===== src/rtl/pos_cell_reader.sv =====
// pos_cell_reader: reads one position cell RAM (count word at address 0,
// particles at 1..count) and streams each position word out on a
// valid/ready interface, using a small skid FIFO to absorb RAM latency.
module pos_cell_reader #(
  parameter int DATA_WIDTH   = 96,
  parameter int PARTICLE_NUM = 220,
  parameter int ADDR_WIDTH   = 8,
  parameter int FIFO_DEPTH   = 4
) (
  input  logic                  clock,
  input  logic                  rst,
  input  logic                  start,
  output logic [ADDR_WIDTH-1:0] mem_address,
  output logic                  mem_rden,
  output logic                  mem_wren,
  output logic [DATA_WIDTH-1:0] mem_data,
  input  logic [DATA_WIDTH-1:0] mem_q,
  output logic [DATA_WIDTH-1:0] out_pos,
  output logic [ADDR_WIDTH-1:0] out_index,
  output logic                  out_valid,
  output logic                  out_last,
  input  logic                  out_ready,
  output logic                  busy,
  output logic                  done,
  output logic                  count_err,
  output logic [2:0]            dbg_state
);

  // Handshake: a word transfers in every cycle where out_valid & out_ready
  // are both high; out_pos/out_index/out_last hold while out_valid=1 and
  // out_ready=0, and out_valid never drops until the word is taken.

  localparam logic [2:0] S_IDLE     = 3'd0;
  localparam logic [2:0] S_RD_CNT   = 3'd1;
  localparam logic [2:0] S_WAIT_CNT = 3'd2;
  localparam logic [2:0] S_STREAM   = 3'd3;
  localparam logic [2:0] S_FINISH   = 3'd4;

  localparam int PTR_W = (FIFO_DEPTH > 1) ? $clog2(FIFO_DEPTH) : 1;
  localparam int OCC_W = $clog2(FIFO_DEPTH + 1);
  localparam logic [ADDR_WIDTH-1:0] MAX_COUNT  = ADDR_WIDTH'(PARTICLE_NUM - 1);
  localparam logic [PTR_W-1:0]      LAST_SLOT  = PTR_W'(FIFO_DEPTH - 1);
  localparam logic [OCC_W:0]        DEPTH_CRED = (OCC_W + 1)'(FIFO_DEPTH);

  logic [2:0]            r_state;
  logic                  r_wait;
  logic [ADDR_WIDTH-1:0] r_count;
  logic [ADDR_WIDTH-1:0] r_next_addr;
  logic [ADDR_WIDTH-1:0] r_addr_hold;
  logic                  r_count_err;

  // Two-stage tracker matching the RAM read latency
  logic                  r_s1_vld, r_s2_vld;
  logic [ADDR_WIDTH-1:0] r_s1_addr, r_s2_addr;

  // Skid FIFO
  logic [DATA_WIDTH-1:0] r_fifo_pos  [FIFO_DEPTH];
  logic [ADDR_WIDTH-1:0] r_fifo_idx  [FIFO_DEPTH];
  logic                  r_fifo_last [FIFO_DEPTH];
  logic [PTR_W-1:0]      r_wr_ptr, r_rd_ptr;
  logic [OCC_W-1:0]      r_occ;

  logic [ADDR_WIDTH-1:0] w_cnt_word;
  logic [OCC_W:0]        w_outstanding;
  logic                  w_credit_ok;
  logic                  w_issue;
  logic                  w_cnt_rd;
  logic                  w_push;
  logic                  w_pop;

  function automatic logic [PTR_W-1:0] f_ptr_inc(input logic [PTR_W-1:0] p);
    return (p == LAST_SLOT) ? '0 : p + 1'b1;
  endfunction

  assign w_cnt_word = mem_q[ADDR_WIDTH-1:0];

  // Reads in flight plus words buffered must stay below the FIFO depth so
  // every returning RAM word has a slot, whatever the consumer does.
  assign w_outstanding = (OCC_W + 1)'(r_s1_vld) + (OCC_W + 1)'(r_s2_vld)
                       + (OCC_W + 1)'(r_occ);
  assign w_credit_ok   = (w_outstanding < DEPTH_CRED);
  assign w_issue       = (r_state == S_STREAM) && (r_next_addr <= r_count) && w_credit_ok;
  assign w_cnt_rd      = (r_state == S_RD_CNT);

  assign mem_rden    = w_issue | w_cnt_rd;
  assign mem_address = w_cnt_rd ? '0 : (w_issue ? r_next_addr : r_addr_hold);
  assign mem_wren    = 1'b0;
  assign mem_data    = '0;

  assign out_valid = (r_occ != '0);
  assign out_pos   = r_fifo_pos[r_rd_ptr];
  assign out_index = r_fifo_idx[r_rd_ptr];
  assign out_last  = out_valid & r_fifo_last[r_rd_ptr];
  assign w_push    = r_s2_vld;
  assign w_pop     = out_valid & out_ready;

  assign busy      = (r_state != S_IDLE) && (r_state != S_FINISH);
  assign done      = (r_state == S_FINISH);
  assign count_err = r_count_err;
  assign dbg_state = r_state;

  // Control FSM: count read, count latch/clamp, streaming, completion
  always_ff @(posedge clock or posedge rst) begin
    if (rst) begin
      r_state     <= S_IDLE;
      r_wait      <= 1'b0;
      r_count     <= '0;
      r_next_addr <= '0;
      r_count_err <= 1'b0;
    end else begin
      case (r_state)
        S_IDLE: begin
          if (start) begin
            r_state     <= S_RD_CNT;
            r_count_err <= 1'b0;
          end
        end
        S_RD_CNT: begin
          r_state <= S_WAIT_CNT;
          r_wait  <= 1'b0;
        end
        S_WAIT_CNT: begin
          if (!r_wait) begin
            r_wait <= 1'b1;
          end else begin
            if (w_cnt_word > MAX_COUNT) begin
              r_count_err <= 1'b1;
              r_count     <= MAX_COUNT;
            end else begin
              r_count <= w_cnt_word;
            end
            r_next_addr <= ADDR_WIDTH'(1);
            r_state     <= (w_cnt_word == '0) ? S_FINISH : S_STREAM;
          end
        end
        S_STREAM: begin
          if (w_issue) r_next_addr <= r_next_addr + 1'b1;
          if (w_pop && out_last) r_state <= S_FINISH;
        end
        S_FINISH: r_state <= S_IDLE;
        default:  r_state <= S_IDLE;
      endcase
    end
  end

  // Remember the last driven RAM address so it holds between reads
  always_ff @(posedge clock or posedge rst) begin
    if (rst) r_addr_hold <= '0;
    else if (mem_rden) r_addr_hold <= mem_address;
  end

  // Follow each particle read through the RAM's two-cycle latency
  always_ff @(posedge clock or posedge rst) begin
    if (rst) begin
      r_s1_vld  <= 1'b0;
      r_s2_vld  <= 1'b0;
      r_s1_addr <= '0;
      r_s2_addr <= '0;
    end else begin
      r_s1_vld  <= w_issue;
      r_s1_addr <= w_issue ? r_next_addr : r_s1_addr;
      r_s2_vld  <= r_s1_vld;
      r_s2_addr <= r_s1_addr;
    end
  end

  // Skid FIFO: capture returning words, release them on handshake
  always_ff @(posedge clock or posedge rst) begin
    if (rst) begin
      r_wr_ptr <= '0;
      r_rd_ptr <= '0;
      r_occ    <= '0;
      for (int i = 0; i < FIFO_DEPTH; i++) begin
        r_fifo_pos[i]  <= '0;
        r_fifo_idx[i]  <= '0;
        r_fifo_last[i] <= 1'b0;
      end
    end else begin
      if (w_push) begin
        r_fifo_pos[r_wr_ptr]  <= mem_q;
        r_fifo_idx[r_wr_ptr]  <= r_s2_addr;
        r_fifo_last[r_wr_ptr] <= (r_s2_addr == r_count);
        r_wr_ptr              <= f_ptr_inc(r_wr_ptr);
      end
      if (w_pop) r_rd_ptr <= f_ptr_inc(r_rd_ptr);
      case ({w_push, w_pop})
        2'b10:   r_occ <= r_occ + 1'b1;
        2'b01:   r_occ <= r_occ - 1'b1;
        default: r_occ <= r_occ;
      endcase
    end
  end

endmodule


===== config.mk =====
export PLATFORM = sky130hd
export DESIGN_NAME = pos_cell_reader
export DESIGN_NICKNAME = d
export VERILOG_FILES = /design/src/rtl/pos_cell_reader.sv
export SDC_FILE = /design/constraint.sdc
export NUM_CORES = 1
export LEC_CHECK = 0
export ABC_AREA = 1
export CAP_MARGIN = 5
export CORE_MARGIN = 2
export CORE_UTILIZATION = 25
export DETAILED_ROUTE_END_ITERATION = 6
export REMOVE_ABC_BUFFERS = 1
export SLEW_MARGIN = 20
export SYNTH_ARGS = -nofsm -noshare
export SYNTH_HDL_FRONTEND = slang
export SYNTH_SLANG_ARGS = --single-unit

===== constraint.sdc =====
create_clock -name clock -period 15.07 [get_ports clock]
set_clock_uncertainty 0.2 [all_clocks]
set_input_delay 3.014 -clock clock [delete_from_list [all_inputs] [get_ports clock]]
set_output_delay 3.014 -clock clock [all_outputs]
set_load 0.02 [all_outputs]

Run 1, M3 wires:
Scale: 1 px per micron. Cells faint in the background.
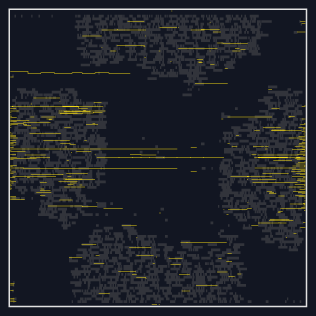
- longest straight run: 167 microns
- nets with wire on the layer: 207

Run 1, wire density map:
Scale: 1 px per micron. The die is cut into 30 by 30 equal tiles; dark purple is low, yellow is high, scaled to the fullest tile. Values are wire area over tile area, all layers added.
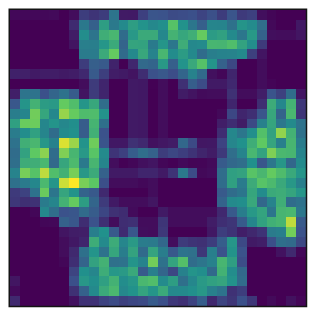
- tiles over half the peak: 21%
- nearly empty tiles: 26%
- fullest tile: 0.40
total track usage: 0.128
Routed WL per cell: 15.1 microns
vias: 16700

Run 1, cell classes on the final placement:
Scale: 1.5 px per micron.
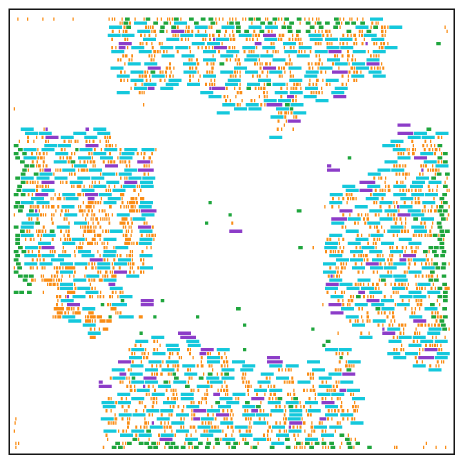
- remaining logic cells: orange (cells 1828)
- clock drivers and dummy loads: purple (cells 97)
- registers: cyan (cells 474)
- remaining buffers and delay cells: green (cells 240)
final core occ: 0.309
final instance area: 26000 sq um
Row Count: 106
core area: 84000 sq um
flop share of the area: 0.457

-- run 1: sequential cells by signal, summed over array words and instances (netlist names) --
register and count:
r_s1_vld 1, r_s2_vld 1, r_count 8, r_s1_addr 8, r_addr_hold 8, r_occ 3, dbg_state 3, r_wait 1
r_fifo_pos 384, r_s2_addr 8, r_next_addr 8, r_wr_ptr 2, r_fifo_last 4, r_fifo_idx 32, r_rd_ptr 2, count_err 1
-- run 1: per-stage QoR --
| step | power, mW | hold WS (ns) | TNS, ns |
|---|---|---|---|
| 5_1_grt | 6.66 | 0.189 | 0 |
| 4_1_cts | 6.27 | 0.173 | 0 |
| 3_5_place_dp | 4.78 | 0.159 | 0 |
| 2_1_floorplan | 3.73 | 0.154 | -647.71 |
| 6_report | 6.19 | 0.172 | 0 |
| 3_3_place_gp | 4.74 | 0.159 | 0 |
-- run 1: final timing paths --
kind / endpoint
hold / removal: r_s2_addr[3]$_DFF_PP0_
max in group asynchronous: r_next_addr[6]$_DFFE_PP0P_
min in group asynchronous: r_fifo_pos[30]$_DFFE_PP0P_
setup / recovery: out_pos[38]
setup reg to reg: r_fifo_pos[315]$_DFFE_PP0P_
hold reg to reg: r_s2_addr[3]$_DFF_PP0_
-- run 1: per-layer routing --
| metal | track usage | share of wire | vias to the layer above |
|---|---|---|---|
| met1 | 0.174 | 0.46 | 8037 |
| met4 | 0.0350 | 0.021 | 4 |
| met2 | 0.208 | 0.46 | 421 |
| li1 | - | - | 8197 |
| met3 | 0.0256 | 0.059 | 77 |
| met5 | 0 | 0.00047 | - |
-- run 1: cell usage in the layout (no fill, tap or decap), drive strengths merged, types with 2 or more instances in the layout --
cell / netlist / routed
a21oi: 9 / 9
clkbuf: 92 / 76
xnor2: 2 / 2
o22ai: 105 / 105
nand2: 529 / 529
nor3: 5 / 5
ha: 16 / 16
conb: 1 / 97
clkinv: 1 / 10
o21ai: 652 / 652
nor2: 230 / 230
a31oi: 2 / 2
xor2: 5 / 5
dfrtp: 474 / 474
nand3: 26 / 26
nand4: 4 / 4
buf: 169 / 20
clkdlybuf4s50: 0 / 220
inv: 140 / 141
bufinv: 0 / 10
-- run 1: final cells by class --
cell class | instances | share of cell area
inverters | 141 | 0.0212
diodes | 1 | 0.0000963
flip-flops and latches | 474 | 0.457
clock inverters | 21 | 0.0141
clock buffers | 76 | 0.0622
well taps | 1134 | 0.0546
repair buffers | 240 | 0.0906
multi-input cells | 1687 | 0.300
-- run 1: cells by family after synthesis --
kind of cell | count (synthesis)
other cells | 1
compound gates | 771
simple gates | 795
xor+xnor | 7
fa+ha+maj | 17
flops | 474
buf+inv | 402
-- run 1: power groups by stage --
stage                     Sequential (mW)  Combinational [mW]  Clock, mW
after floorplan                      2.18                1.55          0
after global placement               2.20                2.54          0
after detailed placement             2.21                2.57          0
after CTS                            2.20                2.58       1.50
after global routing                 2.27                2.84       1.54
final                                2.20                2.54       1.45
-- run 1: worst max-delay path, stage by stage (launching register included) --
cell and delay, ns:
dfrtp_4 0.71, clkinv_2 0.66, buf_4 0.76, o21ai_0 0.20
o22ai_1 0.33, clkdlybuf4s50_1 0.68
==> reports/results.txt, run 1 <==
Reg-to-Reg Start: r_wr_ptr[0]$_DFFE_PP0P_
Netlist area before placement: 21300 sq um
Status: finished, final reports clean
Final Critical Period: 7.18 ns
Count of library flops with an enable pin: 0
Crit path from: r_rd_ptr[1]$_DFFE_PP0P_
Max Root-Sink Buffers: 3
Starting DRT DRC Count: 1177
CTS tree: yes
Yosys warning count: 0
# DRC: 0
Cell Int Power: 3.78 mW
Synthesized netlist cell count: 2467
Post-DRT Antenna Nets: 0
Commonest flop: dfrtp_1
Global-route wire length before repair: 90500 microns
CTS HTree Levels: 2
Vias in the first global route: 16500
Clock Pin Slew Worst Setup and Hold Paths: 0.06 ns
Post-route clock period utilization: 0.476
Crit start category: register
Final setup vio count: 0
Max-area cell share: 0.557
HP Class: register to register
Num CTS Buffers: 53
Post-synth top area cell: dfrtp_1
Chip Width: 296 microns
Flop pwr share: 0.355
Post-CTS Setup Bufs: 0
Clock network fraction of design power: 0.234
CTS-repair resized insts: 0
DP Wirelength: 34400 microns
Cell Type Count: 35
HP Start: r_s1_addr[3]$_DFFE_PP0P_
FF-to-FF setup slack: 11.78 ns
Placer Congestion: 0.770
Xor/xnor share: 0.00288
Ys async rst share: 1.00
# Cells Yosys: 2467
CTS Hold Bufs: 0
Critical path capture point type: output pin
Clk Latency, worst-skew pair: 0.59 ns
R2R cell count: 6
Sw Pwr: 2.41 mW
Top cells by count, synth: o21ai_0 (636), nand2_1 (527), dfrtp_1 (474), nor2_1 (227), inv_1 (135)
Final Worst Setup Slack: 7.89 ns
Run 1, clock routing:
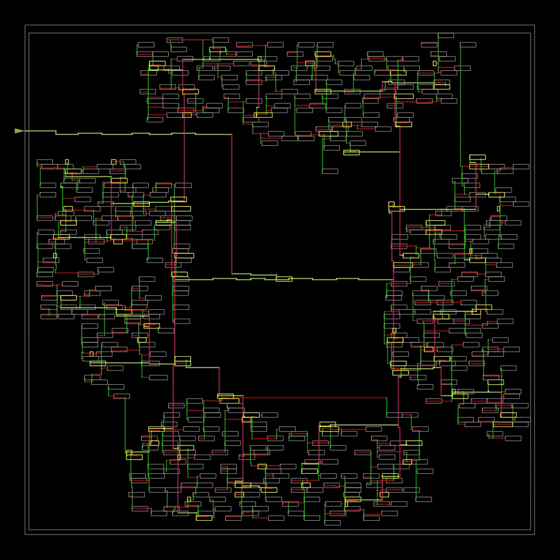

## Run 2: what changed since run 1
- clock period: 15.07 -> 6.1 ns (I/O delays scaled with it)
Run 2, clock routing:
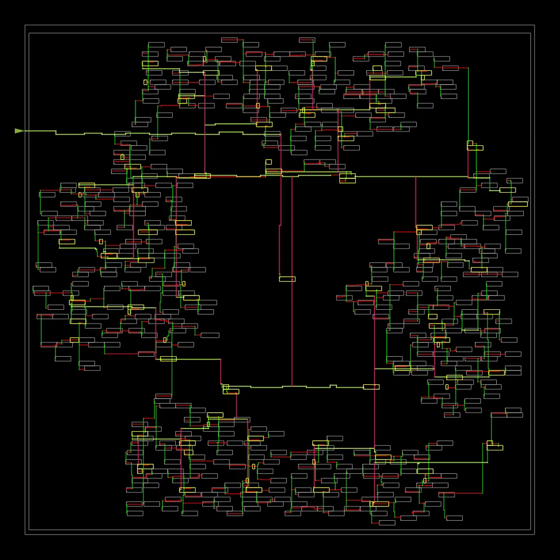
flip-flops: 474
clock sink count: 474
Num CTS Buffers: 54
Clk Latency, worst-skew pair: 0.59 ns

Run 2, cell classes on the final placement:
Scale: 1.5 px per micron.
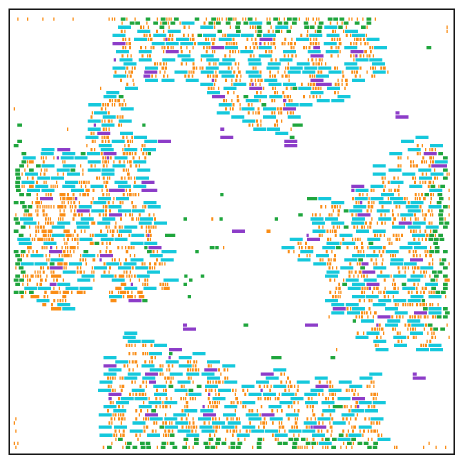
- registers: cyan (cells 474)
- remaining buffers and delay cells: green (cells 243)
- clock drivers and dummy loads: purple (cells 95)
- remaining logic cells: orange (cells 1828)

==> run 2 against run 1 <==
Die size unchanged. Global-route usage hardly changed. Total power increased by 140%. Via count fell by 0.29%. Register-to-register slack worse by 8.4 ns. Routed wire length is 1.2% lower.
==> reports/results.txt, run 2 <==
Status: finished, final reports clean (unchanged)
# DRC: 0 (unchanged)
Final Worst Setup Slack: 1.07 ns (was 7.89 ns)
Flop pwr share: 0.364 (was 0.355)
Max Root-Sink Buffers: 3 (unchanged)
FF-to-FF setup slack: 3.37 ns (was 11.78 ns)
Post-CTS Setup Bufs: 0 (unchanged)
Top cells by count, synth: o21ai_0 (636), nand2_1 (527), dfrtp_1 (474), nor2_1 (227), inv_1 (135) (unchanged)
Routed WL per cell: 14.9 microns (was 15.1 microns)
HP Start: r_s1_vld$_DFF_PP0_ (was r_s1_addr[3]$_DFFE_PP0P_)
Critical path capture point type: output pin (unchanged)
Antenna diodes: 0 (was 1)
Post-synth top area cell: dfrtp_1 (unchanged)
Post-DRT Antenna Nets: 0 (unchanged)
CTS-repair resized insts: 0 (unchanged)
Netlist area before placement: 21300 sq um (unchanged)
HP Class: register to register (unchanged)
Biggest register: r_fifo_pos (unchanged)
Final Critical Period: 5.03 ns
Commonest flop: dfrtp_1 (unchanged)
Largest register FFs: 384 (unchanged)
Most numerous logic cells after layout: o21ai_0 (636), nand2_1 (523), dfrtp_1 (472) (unchanged)
Row Count: 106 (unchanged)
Clock Pin Slew Worst Setup and Hold Paths: 0.06 ns (about the same)
Clock network fraction of design power: 0.214 (was 0.234)
Post-route clock period utilization: 0.824
Total track usage: 0.128 (about the same)
# Cells Yosys: 2467 (unchanged)
Starting DRT DRC Count: 1051 (was 1177)
Vias in the first global route: 16300 (was 16500)
Sw Pwr: 5.94 mW (was 2.41 mW)
Global-route wire length before repair: 90300 microns (was 90500 microns)
Crit path from: r_rd_ptr[0]$_DFFE_PP0P_ (was r_rd_ptr[1]$_DFFE_PP0P_)
==> run 2: cell counts after synthesis <==
Identical to the previous run, type by type.
==> run 2: critical path: stages (launching register included) <==
cell	delay (ns)
dfrtp_4	0.85
buf_4	0.87
o21ai_0	0.23
o22ai_1	0.35
clkdlybuf4s50_1	0.68
==> run 2: path summary, 6_finish.rpt <==
check / endpoint / cells past startpoint
setup / recovery: out_index[7] / 4
hold / removal: r_s2_vld$_DFF_PP0_ / 0
setup reg to reg: dbg_state[1]$_DFFE_PP0P_ / 7
hold reg to reg: r_s2_vld$_DFF_PP0_ / 0
max in group asynchronous: r_fifo_pos[223]$_DFFE_PP0P_ / 3
min in group asynchronous: r_fifo_pos[95]$_DFFE_PP0P_ / 2
==> run 2: stage by stage <==
stage	util	area, sq um	std cells	setup TNS (ns)	hold WS, ns
global placement	0.287	24100	3679	0	0.160
finish	0.307	25800	3774	0	0.173
detailed placement	0.287	24100	3679	0	0.163
global route	0.307	25800	3774	0	0.188
CTS	0.307	25800	3774	0	0.173
floorplan	-	20200	2302	-4202.22	0.154
==> run 2: kinds of logic (layout without fill, tap and decap cells) <==
kind of cell | count (synthesis) | count (layout) | synth area share
AND/OR/NAND/NOR | 795 | 795 | 0.147
AND-OR/OR-AND | 771 | 771 | 0.188
flip-flops | 474 | 474 | 0.557
buffers and inverters | 402 | 479 | 0.0942
adder cells (fa/ha/maj) | 17 | 17 | 0.0103
XOR/XNOR | 7 | 7 | 0.00288
other | 1 | 97 | 0.000176
==> run 2: final cells by class <==
type,count,share of cell area
clock buffers,75,0.0582
clock inverters,20,0.00863
inverters,141,0.0213
multi-input cells,1687,0.302
flip-flops and latches,474,0.460
well taps,1134,0.0550
repair buffers,243,0.0946
==> run 2: layer usage <==
metal / vias up / track usage / wire [microns]
met3: 69 / 0.0269 / 3590
met4: 4 / 0.0291 / 983
met2: 423 / 0.203 / 25200
li1: 8201 / - / -
met1: 7991 / 0.179 / 26600
met5: - / 0 / 32
==> run 2: power by group through the flow <==
| stage | registers (mW) | clock network [mW] | logic (mW) |
|---|---|---|---|
| floorplan | 5.39 | 0 | 3.83 |
| detailed placement | 5.47 | 0 | 6.36 |
| CTS | 5.44 | 3.31 | 6.38 |
| finish | 5.44 | 3.20 | 6.29 |
| global route | 5.63 | 3.44 | 7.06 |
| global placement | 5.44 | 0 | 6.28 |
Run 2, M3 wires:
Scale: 1 px per micron. Cells faint in the background.
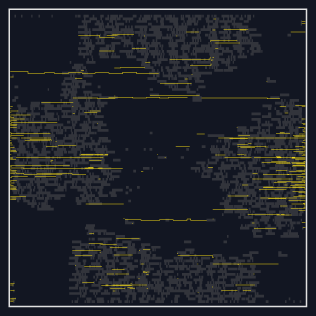

## Run 3: what changed since run 2
- clock period: 6.1 -> 5.3 ns (I/O delays scaled with it)
Run 3, M3 wires:
Scale: 1 px per micron. Cells faint in the background.
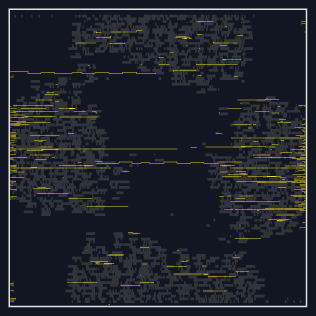
- longest straight run: 167 microns
- wire length on this layer: 3430 microns
- main direction: horizontal

Run 3, cell classes on the final placement:
Scale: 1.5 px per micron.
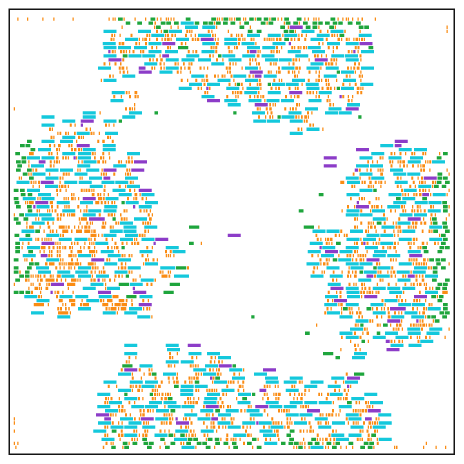
- remaining logic cells: orange (cells 1828)
- clock drivers and dummy loads: purple (cells 97)
- remaining buffers and delay cells: green (cells 257)
- registers: cyan (cells 474)

==> run 3 against run 2 <==
Global-route usage grew 0.17 points. Non-clock buffer count increased by 14. Worst setup slack got worse by 0.61 ns. Synthesized area unchanged. Worst hold slack better by 0.0015 ns. Sequential power up 15%. Register-to-register slack worse by 0.72 ns. Count of clock-buffer cells in the layout grew 9. Clock power grew 18%. Utilization is 0.30 points higher. Combinational power up 17%. Critical endpoint is now out_index[0]. Largest cell class unchanged.
==> reports/results.txt, run 3 <==
Status: finished, final reports clean (unchanged)
Critical path capture point type: output pin (unchanged)
Comb area leader: AND-OR/OR-AND gates (unchanged)
Clock sink count: 474 (unchanged)
# Cells Yosys: 2467 (unchanged)
Netlist area before placement: 21300 sq um (unchanged)
Ao+oa area frac: 0.188 (unchanged)
Cell Type Count: 35 (unchanged)
Biggest register: r_fifo_pos (unchanged)
Biggest regs: r_fifo_pos: 384 flops, r_fifo_idx: 32 flops (unchanged)
Commonest Layout Cell: o21ai_0 (unchanged)
Clock network fraction of design power: 0.217 (was 0.214)
CTS Hold Bufs: 0 (unchanged)
Final setup vio count: 0 (unchanged)
Vias in the first global route: 16300 (about the same)
Largest register FFs: 384 (unchanged)
Core area: 84000 sq um (unchanged)
Starting DRT DRC Count: 1141 (was 1051)
Max-area cell share: 0.557 (unchanged)
Commonest flop: dfrtp_1 (unchanged)
Most numerous logic cells after layout: o21ai_0 (636), nand2_1 (523), dfrtp_1 (472) (unchanged)
CTS-repair resized insts: 0 (unchanged)
Xor/xnor share: 0.00288 (unchanged)
Post-synth top area cell: dfrtp_1 (unchanged)
Num CTS Buffers: 55 (was 54)
Final Critical Period: 4.83 ns
Grt met3 use: 0.0254 (was 0.0269)
Placer Congestion: 0.776 (was 0.738)
CTS HTree Levels: 2 (unchanged)
Adder-Cell Fraction of Synth Area: 0.0103 (unchanged)
# DRC: 0 (unchanged)
AND/OR/NAND/NOR Cells, Area Fraction: 0.147 (unchanged)
Total track usage: 0.130 (was 0.128)
CTS tree: yes (unchanged)
Synthesized netlist cell count: 2467 (unchanged)
Top cells by count, synth: o21ai_0 (636), nand2_1 (527), dfrtp_1 (474), nor2_1 (227), inv_1 (135) (unchanged)
Antenna diodes: 0 (unchanged)
Routed WL per cell: 15.3 microns (was 14.9 microns)
Flop pwr share: 0.360 (was 0.364)
Crit start category: register (unchanged)
WHS: 0.174 ns (was 0.173 ns)
Post-CTS Setup Bufs: 0 (unchanged)
Yosys warning count: 0 (unchanged)
Sw Pwr: 6.91 mW (was 5.94 mW)
Post-DRT Antenna Nets: 0 (unchanged)
[run 3: netlist changes by cell type in the layout (fill, tap and decap cells not counted), moves of 3 or more]
cell,previous run,this run
clkbuf_1,15,12
buf_12,5,11
buf_4,17,26
clkbuf_8,5,15
[run 3: logic make-up (layout without fill, tap and decap cells)]
| family | count (synthesis) | count (layout) |
|---|---|---|
| simple gates | 795 | 795 |
| buf+inv | 402 | 495 |
| xor+xnor | 7 | 7 |
| fa+ha+maj | 17 | 17 |
| flops | 474 | 474 |
| compound gates | 771 | 771 |
| other cells | 1 | 97 |
[run 3: final timing paths]
check / start / end / slack (ns) / cells past startpoint
setup / recovery: r_rd_ptr[0]$_DFFE_PP0P_ / out_index[0] / 0.47 / 4
hold / removal: r_s1_addr[4]$_DFFE_PP0P_ / r_s2_addr[4]$_DFF_PP0_ / 0.17 / 0
setup reg to reg: r_rd_ptr[0]$_DFFE_PP0P_ / dbg_state[1]$_DFFE_PP0P_ / 2.65 / 7
hold reg to reg: r_s1_addr[4]$_DFFE_PP0P_ / r_s2_addr[4]$_DFF_PP0_ / 0.17 / 0
max in group asynchronous: rst / r_fifo_pos[183]$_DFFE_PP0P_ / 3.00 / 3
min in group asynchronous: rst / r_fifo_pos[52]$_DFFE_PP0P_ / 0.84 / 2
[run 3: routing by layer]
metal  share of wire  routed length [microns]  vias up
met3           0.059                     3430       82
met4           0.020                     1150        6
met1            0.47                    27100     8139
li1                -                        -     8232
met2            0.45                    26200      417
met5         0.00059                       34        -
[run 3: power by group through the flow]
stage / combinational (mW) / clock, mW / sequential, mW
final: 7.37 / 3.77 / 6.27
after global routing: 8.25 / 4.02 / 6.48
after detailed placement: 7.46 / 0 / 6.30
after CTS: 7.47 / 3.88 / 6.26
after floorplan: 4.41 / 0 / 6.20
after global placement: 7.35 / 0 / 6.27
[run 3: cell type report]
cell class,count,area (sq um),share of cell area
sequential,474,11900,0.456
multi-input combinational,1687,7800,0.299
clock inverter,13,121,0.00466
inverter,141,551,0.0211
timing repair buffer,257,2620,0.100
clock buffer,84,1680,0.0644
tap,1134,1420,0.0545
[run 3: critical path, stage by stage (launching register included)]
cell and delay (ns):
dfrtp_4 0.98, buf_4 0.72, o21ai_0 0.19, o22ai_1 0.37
clkdlybuf4s50_1 0.69
[run 3: metrics by stage]
stage          setup WS, ns  utilization
6_report              0.466        0.310
5_1_grt               0.238        0.310
4_1_cts               0.402        0.310
3_5_place_dp           1.08        0.289
3_3_place_gp           1.09        0.289
2_1_floorplan         -9.18            -
No activity file was given, so power comes from the tool's default toggle rates.
